$ cat src/rtl/share_decoder.sv
// Consumer end of the masked AND gadget: requests one evaluation, captures the
// output shares on the done pulse and recombines them serially into one bit.
module share_decoder #(
   parameter int D       = 2,
   parameter int TIMEOUT = 15
) (
   input  logic         clk,
   input  logic         rst_n,
   input  logic         start,
   output logic         and_enable,
   input  logic         and_done,
   input  logic [0:D-1] shares_in,
   output logic         result,
   output logic         result_valid,
   input  logic         result_ack,
   output logic         busy,
   output logic         timeout_err
);

   localparam int IDX_W = $clog2(D) + 1;
   localparam int SEL_W = $clog2(D);
   localparam int CNT_W = $clog2(TIMEOUT + 1);

   localparam logic [1:0] S_IDLE = 2'd0;
   localparam logic [1:0] S_WAIT = 2'd1;
   localparam logic [1:0] S_ACC  = 2'd2;
   localparam logic [1:0] S_HOLD = 2'd3;

   logic [1:0]       state;
   logic [0:D-1]     share_reg;
   logic [IDX_W-1:0] idx;
   logic [CNT_W-1:0] wait_cnt;
   logic             acc;
   logic             cur_share;

   // One share folded in per cycle so no two shares meet in the same logic level.
   assign cur_share = share_reg[idx[SEL_W-1:0]];
   assign busy      = (state != S_IDLE);

   always_ff @(posedge clk or negedge rst_n) begin
      if (!rst_n) begin
         state        <= S_IDLE;
         and_enable   <= 1'b0;
         result       <= 1'b0;
         result_valid <= 1'b0;
         timeout_err  <= 1'b0;
         share_reg    <= '0;
         idx          <= '0;
         wait_cnt     <= '0;
         acc          <= 1'b0;
      end else begin
         case (state)
            S_IDLE: begin
               wait_cnt <= '0;
               if (start) begin
                  state       <= S_WAIT;
                  and_enable  <= 1'b1;
                  timeout_err <= 1'b0;
               end
            end
            S_WAIT: begin
               // A done arriving on the timeout edge still counts as a success.
               if (and_done) begin
                  share_reg  <= shares_in;
                  acc        <= 1'b0;
                  idx        <= '0;
                  and_enable <= 1'b0;
                  state      <= S_ACC;
               end else if (wait_cnt == CNT_W'(TIMEOUT - 1)) begin
                  timeout_err <= 1'b1;
                  and_enable  <= 1'b0;
                  state       <= S_IDLE;
               end else begin
                  wait_cnt <= wait_cnt + 1'b1;
               end
            end
            S_ACC: begin
               acc <= acc ^ cur_share;
               idx <= idx + 1'b1;
               if (idx == IDX_W'(D - 1)) begin
                  result       <= acc ^ cur_share;
                  result_valid <= 1'b1;
                  state        <= S_HOLD;
               end
            end
            S_HOLD: begin
               if (result_ack) begin
                  result       <= 1'b0;
                  result_valid <= 1'b0;
                  state        <= S_IDLE;
               end
            end
            default: state <= S_IDLE;
         endcase
      end
   end

endmodule

$ cat config.mk
export PLATFORM = sky130hd
export DESIGN_NAME = share_decoder
export DESIGN_NICKNAME = d
export VERILOG_FILES = /design/src/rtl/share_decoder.sv
export SDC_FILE = /design/constraint.sdc
export NUM_CORES = 1
export LEC_CHECK = 0
export CAP_MARGIN = 40
export CORE_MARGIN = 4
export CORE_UTILIZATION = 46
export CTS_BUF_LIST = sky130_fd_sc_hd__clkbuf_4 sky130_fd_sc_hd__clkbuf_8 sky130_fd_sc_hd__clkbuf_16
export CTS_CLUSTER_DIAMETER = 100
export DETAILED_ROUTE_END_ITERATION = 8
export GPL_ROUTABILITY_DRIVEN = 1
export PLACE_DENSITY_LB_ADDON = 0.25
export SYNTH_ARGS = -nofsm -noshare
export SYNTH_HDL_FRONTEND = slang
export SYNTH_SLANG_ARGS = --single-unit
$ cat constraint.sdc
create_clock -name clk -period 1.5 [get_ports clk]
set_clock_uncertainty 0.05 [all_clocks]
set_input_delay 0.15 -clock clk [delete_from_list [all_inputs] [get_ports clk]]
set_output_delay 0.15 -clock clk [all_outputs]
set_load 0.03 [all_outputs]
**Run 1: metal 1**

Bar = 10 um. Supply wires on this layer in gray.
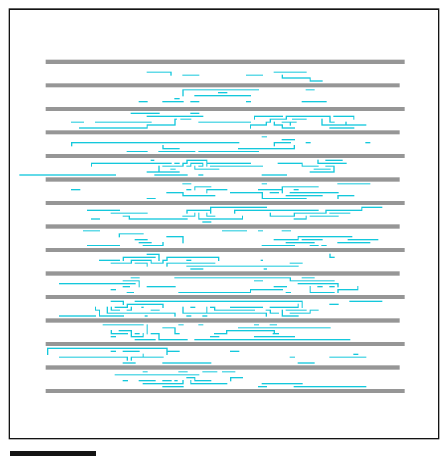
share of all routed wire: 46%
longest straight run: 19.3 um
routed via count: 668
met1 Track Usage GR: 18.5%
Routed Wire Length: 1650 um

**Run 1: signal wires on met2**

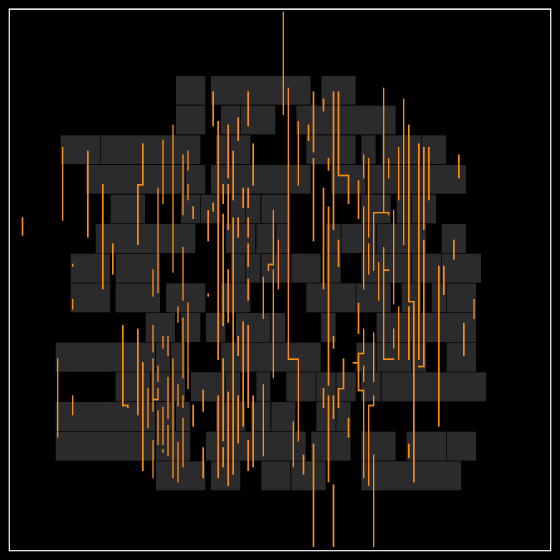
main direction: vertical
longest straight run: 24.8 um
nets with wire on the layer: 92
met2 usage: 25.8%

**Run 1: M3 wires**

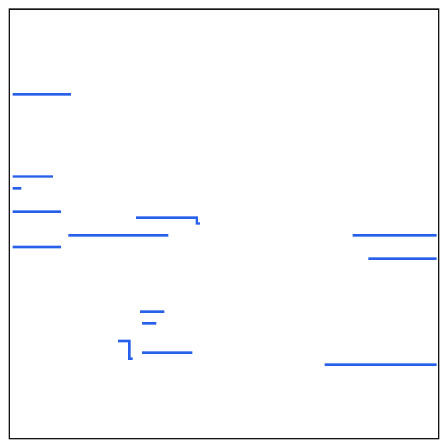
wire length on this layer: 83.5 um
share of all routed wire: 5.1%
longest straight run: 12.6 um
met3 usage: 2.41%

==> run summary, run 1 <==
run results: outcome=finished, final reports clean, area post-placement=966 sq um, Non-clk invs=8, Hold Slack=0.117 ns, Internal Pwr Total=1.17 mW, NonClk Buf Share=16.4%, Crit-path slowest cell=dfrtp_1, Well Taps=16, number of distinct library cells after synthesis=30, crit path DRT=1.63 ns, multi-input gates=57, Clock Pin Slew Worst Setup and Hold Paths=0.09 ns, Layout clock area frac=3.03%, FF-to-FF Start=wait_cnt[0]$_DFFE_PN0P_, Die ar.=2450 sq um, Top Consumer=combinational cells, Avg Inst Size Synth=9.56 sq um, minimum clock period=1.40 ns, FF-to-FF End=wait_cnt[0]$_DFFE_PN0P_, chip height=49.5 um, post_cts resized=4, Nets=114, Fmax=713 MHz, DR WL met2=779 um, Logic area=373 sq um, yosys stat area=793 sq um, Antenna diodes=0, vias in the first global route=677, fin crit share=93.5%, Seq power=0.762 mW, Top-area cell share=47.3%, Sequential Power Share=37.2%
-- run 1: routing by layer --
layer  up-vias  global-route usage, %
li1        334                      -
met1       313                   18.5
met2        17                   25.8
met3         4                   2.41
met4         0                   9.68
met5         -                      0
-- run 1: cells by family (layout without fill, tap and decap cells) --
group | Yosys count | in the layout | synth area share [%]
AOI/OAI and AO/OA | 29 | 29 | 24.4
and+or+nand+nor | 21 | 21 | 12.6
DFF | 15 | 15 | 47.3
buffers and inverters | 11 | 31 | 5.68
adders and majority gates | 3 | 3 | 4.73
muxes | 3 | 3 | 4.10
xor gates and xnor gates | 1 | 1 | 1.10
-- run 1: critical path: cells and delay by family (launching register included) --
kind            cells  cell delay, ns
flops               1            0.38
compound gates      2            0.38
simple gates        1            0.22
fa+ha+maj           1            0.19
buf+inv             1            0.08
==> inputs of run 2 (changes only) <==
HOLD_SLACK_MARGIN = 0.02   (was unset)
**Run 2: wiring heat map**

10 x 10 tiles, from dark blue (low) to red (high), scaled to the fullest tile. Values are wire area over tile area, all layers added.
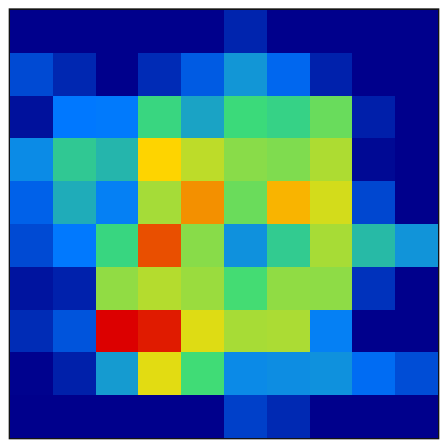
fullest tile: 0.37
densest ninth of the die: middle
nearly empty tiles: 28%
emptiest ninth of the die: top right
mean over tiles: 0.11
tiles over half the peak: 27%
DR WL/cell: 13.8 um
total track usage: 15.5%

==> run summary, run 2 <==
run results: outcome=finished, final reports clean, Largest logic family=AND-OR/OR-AND gates, fin crit share=93.5%, Hold Slack=0.117 ns, Logic area=373 sq um, Fmax=713 MHz, number of distinct library cells after synthesis=30, yosys stat area=793 sq um, Avg Inst Size Synth=9.56 sq um, minimum clock period=1.40 ns, routed via count=668, chip height=49.5 um, Basic Gates by Area=12.6%, met3 usage=2.41%, Synth mux share=4.10%, FF-to-FF End=wait_cnt[0]$_DFFE_PN0P_, area post-placement=966 sq um, Antenna diodes=0, ao+oa area frac=24.4%, met1 Track Usage GR=18.5%
**Run 2: signal wires on met2**

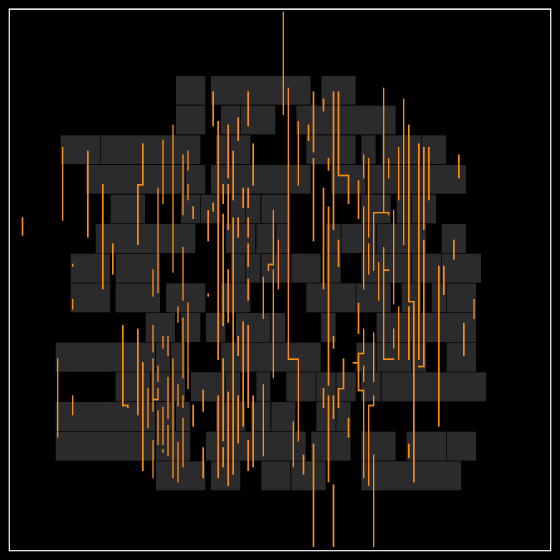
wire length on this layer: 779 um
main direction: vertical
nets with wire on the layer: 92

==> run 2: area by class of cell <==
cell class	count	area share, %
well taps	16	2.02
clock buffers	4	3.03
inverters	8	3.03
multi-input cells	57	37.6
flip-flops and latches	15	38.0
repair buffers	19	16.4
==> run 2: power breakdown <==
part           switching, mW  internal [mW]
clock                  0.125          0.121
combinational          0.578          0.462
sequential             0.173          0.589
total                  0.875           1.17
==> run 2: timing repair <==
item / in CTS / in global routing
resized: 4 / 1
endpoints found under the setup margin: 4 / 1
gates cloned: 0 / 0
setup buffers: 0 / 0
==> run 2: critical path, cell delays in order, from the launching register on <==
cell and delay, ns:
dfrtp_1 0.38, inv_1 0.08, ha_1 0.19, a31oi_2 0.12
and4_1 0.22, a211o_1 0.26
**Run 2: metal 1**

Bar = 10 um. Supply wires on this layer in gray.
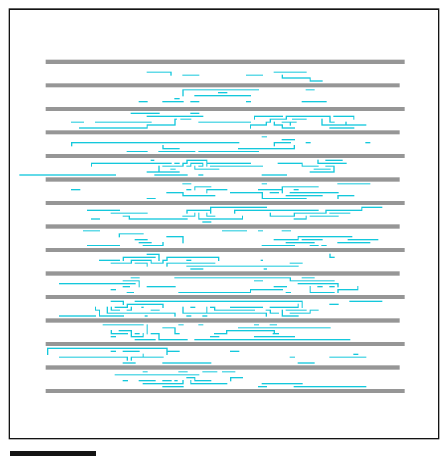

==> inputs of run 3 (changes only) <==
CORE_UTILIZATION = 45   (was 46)
SLEW_MARGIN = 10   (was unset)
**Run 3: metal 1**

Bar = 10 um. Supply wires on this layer in gray.
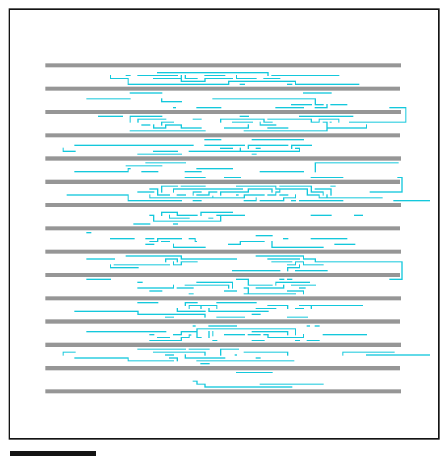
wire length on this layer: 828 um
share of all routed wire: 50%
main direction: horizontal
routed via count: 690
Routed Wire Length: 1660 um
met1 Track Usage GR: 19.3%

==> run summary, run 3 <==
run results: chip height=50.0 um, Internal Pwr Total=1.21 mW, Avg Inst Size Synth=9.56 sq um, Die ar.=2500 sq um, yosys stat area=793 sq um, Hold Slack=0.124 ns, xor+xnor area frac=1.10%, Clock Pin Slew Worst Setup and Hold Paths=0.09 ns, setup bufs post-CTS=0, CP Depth=5, Logic pwr share=52.9%, sw frac=42.8%, FF-to-FF Start=wait_cnt[0]$_DFFE_PN0P_, NonClk Buf Share=16.9%, Clk pwr share=12.0%, Largest logic family=AND-OR/OR-AND gates, slowest cell delay on critical path=0.39 ns, Logic area=394 sq um, ao+oa area frac=24.4%, Net Sw Power=0.907 mW, Fmax=701 MHz, vias in the first global route=608, CLK BUF=4, top cell category=multi-input combinational cells, outcome=finished, final reports clean, Top-area cell share=47.3%, Adder Area Share=4.73%, crit path DRT=1.63 ns, cell family contributing the most delay on the critical path=flip-flops, flop count=15, Basic Gates by Area=12.6%, FF-to-FF End=wait_cnt[0]$_DFFE_PN0P_, DR WL met2=688 um, total track usage=15.2%, multi-input gates=57, flop share of the area=36.5%, Nets=115, worst path bufs/invs=1, Non-clk invs=8
**Run 3: M3 wires**

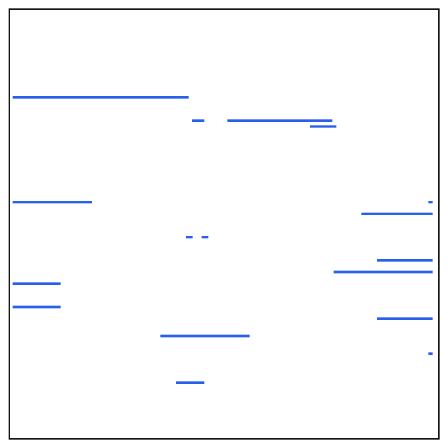
wire length on this layer: 101 um
share of all routed wire: 6.1%
main direction: horizontal
nets with wire on the layer: 14
longest straight run: 20.2 um
met3 usage: 4.52%

run 3: power by group through the flow:
stage          sequential [mW]  clock, mW  combinational [mW]
6_report                 0.744      0.254                1.12
2_1_floorplan            0.803          0               0.655
4_1_cts                  0.733      0.267                1.08
3_5_place_dp             0.744          0                1.11
3_3_place_gp             0.732          0                1.09
5_1_grt                  0.771      0.294                1.25
run 3: layer usage:
| layer | vias to the layer above | GRT usage [%] |
|---|---|---|
| met5 | - | 0 |
| met3 | 5 | 4.52 |
| met1 | 322 | 19.3 |
| met4 | 0 | 9.68 |
| li1 | 343 | - |
| met2 | 20 | 22.2 |
run 3: timing repair:
action                                  4_1_cts  5_1_grt
endpoints found under the setup margin        4        4
resized                                       4        5
pin swaps                                     0        1
hold buffers                                  0        0
cloned                                        0        0
Power is estimated from default activity; no workload was simulated.
